`config.mk`:
```
export PLATFORM = sky130hd
export DESIGN_NAME = instruction_decoder
export DESIGN_NICKNAME = d
export VERILOG_FILES = /design/src/rtl/instruction_decoder.sv
export SDC_FILE = /design/constraint.sdc
export NUM_CORES = 1
export LEC_CHECK = 0
export CAP_MARGIN = 20
export CORE_AREA = 8 8 45 47
export CTS_BUF_LIST = sky130_fd_sc_hd__clkbuf_8 sky130_fd_sc_hd__clkbuf_16
export CTS_CLUSTER_DIAMETER = 50
export DETAILED_ROUTE_END_ITERATION = 16
export DIE_AREA = 0 0 53 55
export GPL_TIMING_DRIVEN = 0
export HOLD_SLACK_MARGIN = 0.05
export PLACE_DENSITY_LB_ADDON = 0.08
export SYNTH_ARGS = -nofsm -noshare
export SYNTH_HDL_FRONTEND = slang
export SYNTH_SLANG_ARGS = --single-unit
```
`constraint.sdc`:
```
create_clock -name clk -period 1.3 [get_ports clk]
set_input_delay 0.39 -clock clk [delete_from_list [all_inputs] [get_ports clk]]
set_output_delay 0.39 -clock clk [all_outputs]
set_load 0.01 [all_outputs]
```
`src/rtl/instruction_decoder.sv`:
```
// instruction_decoder: consumer end of the program-sequencer interface.
// Decodes the 8-bit program-memory word into sequencer jump controls and
// ALU enables. It also holds the zero flag, a sticky illegal-opcode flag and,
// when INSTR_DECODER_DJNZ_EN is defined, a DJNZ loop counter with LOOP/DJNZ.
//
// Interface timing: there is no valid/ready handshake. Every cycle the word
// on pm_data is the instruction at pc, and the decode outputs are its
// zero-latency response. The internal dec_valid register, ANDed with
// sync_reset_n, qualifies the outputs. While they are unqualified, jmp,
// jmp_nz, alu_en and alu_ctrl are 0 and dont_jmp is 1, so the sequencer
// simply steps.

module instruction_decoder #(
  parameter int LOOP_W = 4
) (
  input  logic       clk,
  input  logic       sync_reset_n,
  input  logic [7:0] pm_data,
  input  logic       alu_zero,
  output logic       jmp,
  output logic       jmp_nz,
  output logic [3:0] jmp_addr,
  output logic       dont_jmp,
  output logic       alu_en,
  output logic [6:0] alu_ctrl,
  output logic       zero_flag,
  output logic       illegal_op
);

  logic dec_valid;
  logic active;
  logic is_alu;
  logic is_jmp;
  logic is_jnz;
  logic is_rsv;
  logic djnz_go;

  // Reset forces the outputs inactive immediately, not only after the edge.
  assign active = dec_valid & sync_reset_n;

  assign is_alu = ~pm_data[7];
  assign is_jmp = (pm_data[7:4] == 4'h8);
  assign is_jnz = (pm_data[7:4] == 4'h9);
  assign is_rsv = (pm_data[7:5] == 3'b111);

`ifdef INSTR_DECODER_DJNZ_EN
  logic [LOOP_W-1:0] loop_cnt;
  logic              is_loop;
  logic              is_djnz;

  assign is_loop = (pm_data[7:4] == 4'hA);
  assign is_djnz = (pm_data[7:4] == 4'hB);
  assign djnz_go = active & is_djnz;

  // Loop counter: LOOP loads the immediate; DJNZ decrements and wraps modulo 2^LOOP_W.
  always_ff @(posedge clk) begin
    if (!sync_reset_n) begin
      loop_cnt <= '0;
    end else if (active && is_loop) begin
      loop_cnt <= LOOP_W'(pm_data[3:0]);
    end else if (djnz_go) begin
      loop_cnt <= loop_cnt - LOOP_W'(1);
    end
  end
`else
  logic unused_loop_w;

  // Without the loop feature, 1010/1011 fall through as NOP.
  assign djnz_go       = 1'b0;
  assign unused_loop_w = (LOOP_W > 0);
`endif

  // Decode outputs: combinational from pm_data and the registered state.
  always_comb begin
    jmp      = active & is_jmp;
    jmp_nz   = (active & is_jnz) | djnz_go;
    jmp_addr = pm_data[3:0];
    alu_en   = active & is_alu;
    alu_ctrl = (active & is_alu) ? pm_data[6:0] : 7'h00;
    dont_jmp = 1'b1;
    if (active && is_jnz) begin
      dont_jmp = zero_flag;
    end
`ifdef INSTR_DECODER_DJNZ_EN
    if (djnz_go) begin
      dont_jmp = (loop_cnt == LOOP_W'(1));
    end
`endif
  end

  // Status registers: the decode qualifier, the zero flag (updated only by
  // ALU words, so a JNZ in the next cycle sees it) and the sticky illegal flag.
  always_ff @(posedge clk) begin
    if (!sync_reset_n) begin
      dec_valid  <= 1'b0;
      zero_flag  <= 1'b0;
      illegal_op <= 1'b0;
    end else begin
      dec_valid <= 1'b1;
      if (alu_en) begin
        zero_flag <= alu_zero;
      end
      if (active && is_rsv) begin
        illegal_op <= 1'b1;
      end
    end
  end

endmodule
```
==> impl_metrics.yaml <==
# generated from flow reports
status:
  status: "finished, violations left"
  violations: "negative setup slack"
placement:
  io_buffers: 27
  hpwl_microns: 774
  dpl-instance-area_sq_um: 524
cells_and_area:
  final_nets: 71
  diodes: 0
  drive_above_1_share: 0.712
  fin_area_sq_um: 596
  layout_top_cells: "buf_6, and2_4, buf_4, dlygate4sd2_1, buf_2"
sta:
  hold_viol: 0
  period_used_share: 1.13
  setup_slack_ps: -174
  setup_viol: 11
run:
  openroad.warnings: 28
logic_synthesis:
  syn_avg_cell_area_sq_um: 9.36
  mux_share: 0.0428
  adder_share: 0
  xor_area_frac: 0
  edf_count: 0
  synthTopCellsByCount: "and2_2, buf_4, dfxtp_1"
  async_flop_share: 0
  ys_seq_elements: 3
floorplanning:
  io_pins: 28
  die_w_microns: 53
  num_rows: 14
  fp_util: 0.169
worst_setup_path:
  cp.arrival_ps: 1080
  crit_path_start_kind: "flip-flop"
  cp_max_fo: 4
  crit_required_ps: 910
  crit_start: "dec_valid"
  r2r-start: "dec_valid"
  endpoint: "jmp"
clock_network:
  cts.htree.levels: 1
power:
  irDropWorstVdd_uv: 523
drt:
  drc: 0
  routed_via_density: 4.07
  drtAntennaViolNets: 0
grt:
  grt_busiest_layer: "met2"
per-stage QoR:
stage | setup slack, ps | TNS, ps | hold WS [ps]
after floorplan | 23.8 | 0 | 418
after global placement | -1010 | -13170 | 464
after detailed placement | -1020 | -13280 | 495
after CTS | -189 | -1560 | 317
after global routing | -216 | -1890 | 323
final | -174 | -1430 | 323
per-layer routing:
layer / part of all wire / wire [microns]
met3: 0.048 / 48
met5: 0 / 0
met1: 0.36 / 356
met4: 0.017 / 17
met2: 0.58 / 573
critical path, stage by stage, from the launching register on:
cell,delay [ps]
dfxtp_2,320
and4bb_2,230
and3b_2,200
buf_6,120
area by class of cell:
cell class                 instances  area, sq um
multi-input combinational         17          153
timing repair buffer              30          283
tap                               16         20.0
clock inverter                     1         3.75
sequential                         3         61.3
inverter                           1         3.75
clock buffer                       3         41.3
fill                             143          788
buffer                             4         30.0
cell families (layout without fill, tap and decap cells):
family | count (synthesis) | after routing
buffers and inverters | 6 | 39
muxes | 1 | 1
and+or+nand+nor | 14 | 15
DFF | 3 | 3
AOI/OAI and AO/OA | 1 | 1
flip-flops by register name, summed over array words and instances, names as in the netlist:
name / cells
zero_flag: 1
illegal_op: 1
dec_valid: 1
worst min-delay path by stage:
stage                 startpoint        end  slack, ps
detailed placement     zero_flag  zero_flag        500
finish              sync_reset_n  dec_valid        320
floorplan           sync_reset_n  dec_valid        420
CTS                 sync_reset_n  dec_valid        320
global route        sync_reset_n  dec_valid        320
global placement       zero_flag  zero_flag        460
report_power, final:
part / total, uW / switching (uW) / internal (uW)
clock: 262 / 60.7 / 201
combinational: 109 / 38.9 / 70.4
sequential: 101 / 3.03 / 97.7
total: 472 / 103 / 369
repair_timing:
item,CTS,global route
cloned,1,0
gates resized,110,1
setup buffers,3,0
setup endpoints to repair,18,11
pin swaps,12,4
layers.png
The bar under the picture is 20 microns long. Two of the layers only.
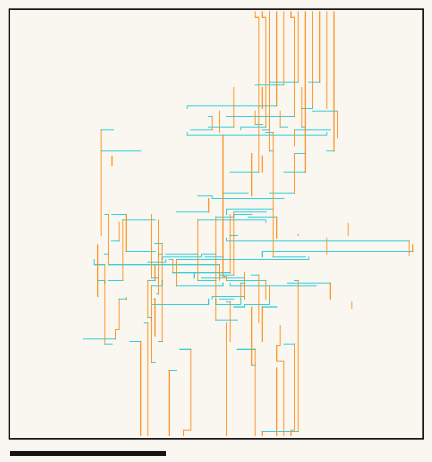
Key: M2 = orange [wire length 574 microns]; M1 = cyan [wire length 357 microns]
Total Wirelength: 995 microns
Vias: 305

m3.png
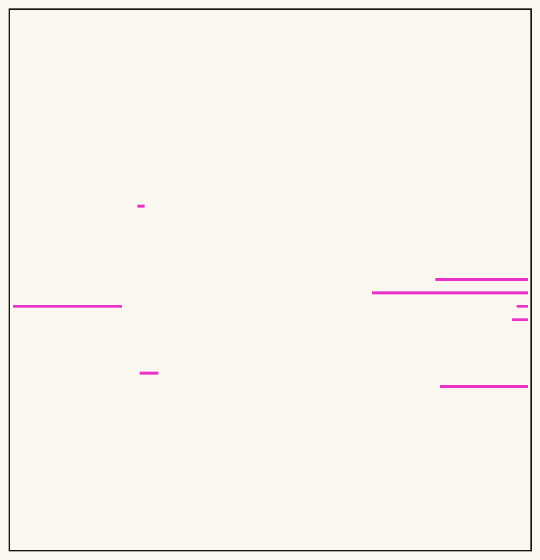
The layer carries 48.2 microns of wire. The wires run mostly horizontal. The layer holds 4.8% of the routed length. The longest straight run is 15.6 microns.
GRT met3 Usage: 0.0187

m2.png
The bar under the picture is 20 microns long.
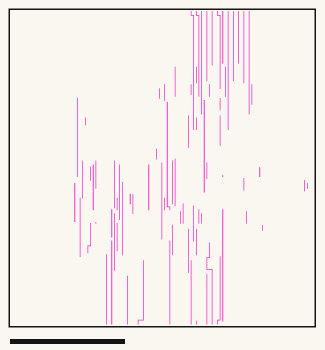
The longest straight run is 20.6 microns. 68 nets have wire on it. The layer carries 574 microns of wire. The wires run mostly vertical. The layer holds 58% of the routed length.

clock_nets.png
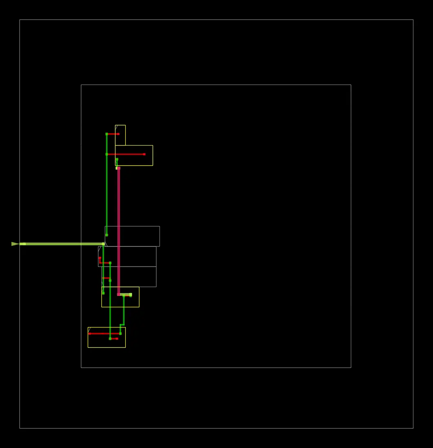
Late-Pin Clk Latency: 210 ps
clock sinks: 3
CLK BUF: 3

Power figures rest on the tool's default switching activity, not on a simulated workload.
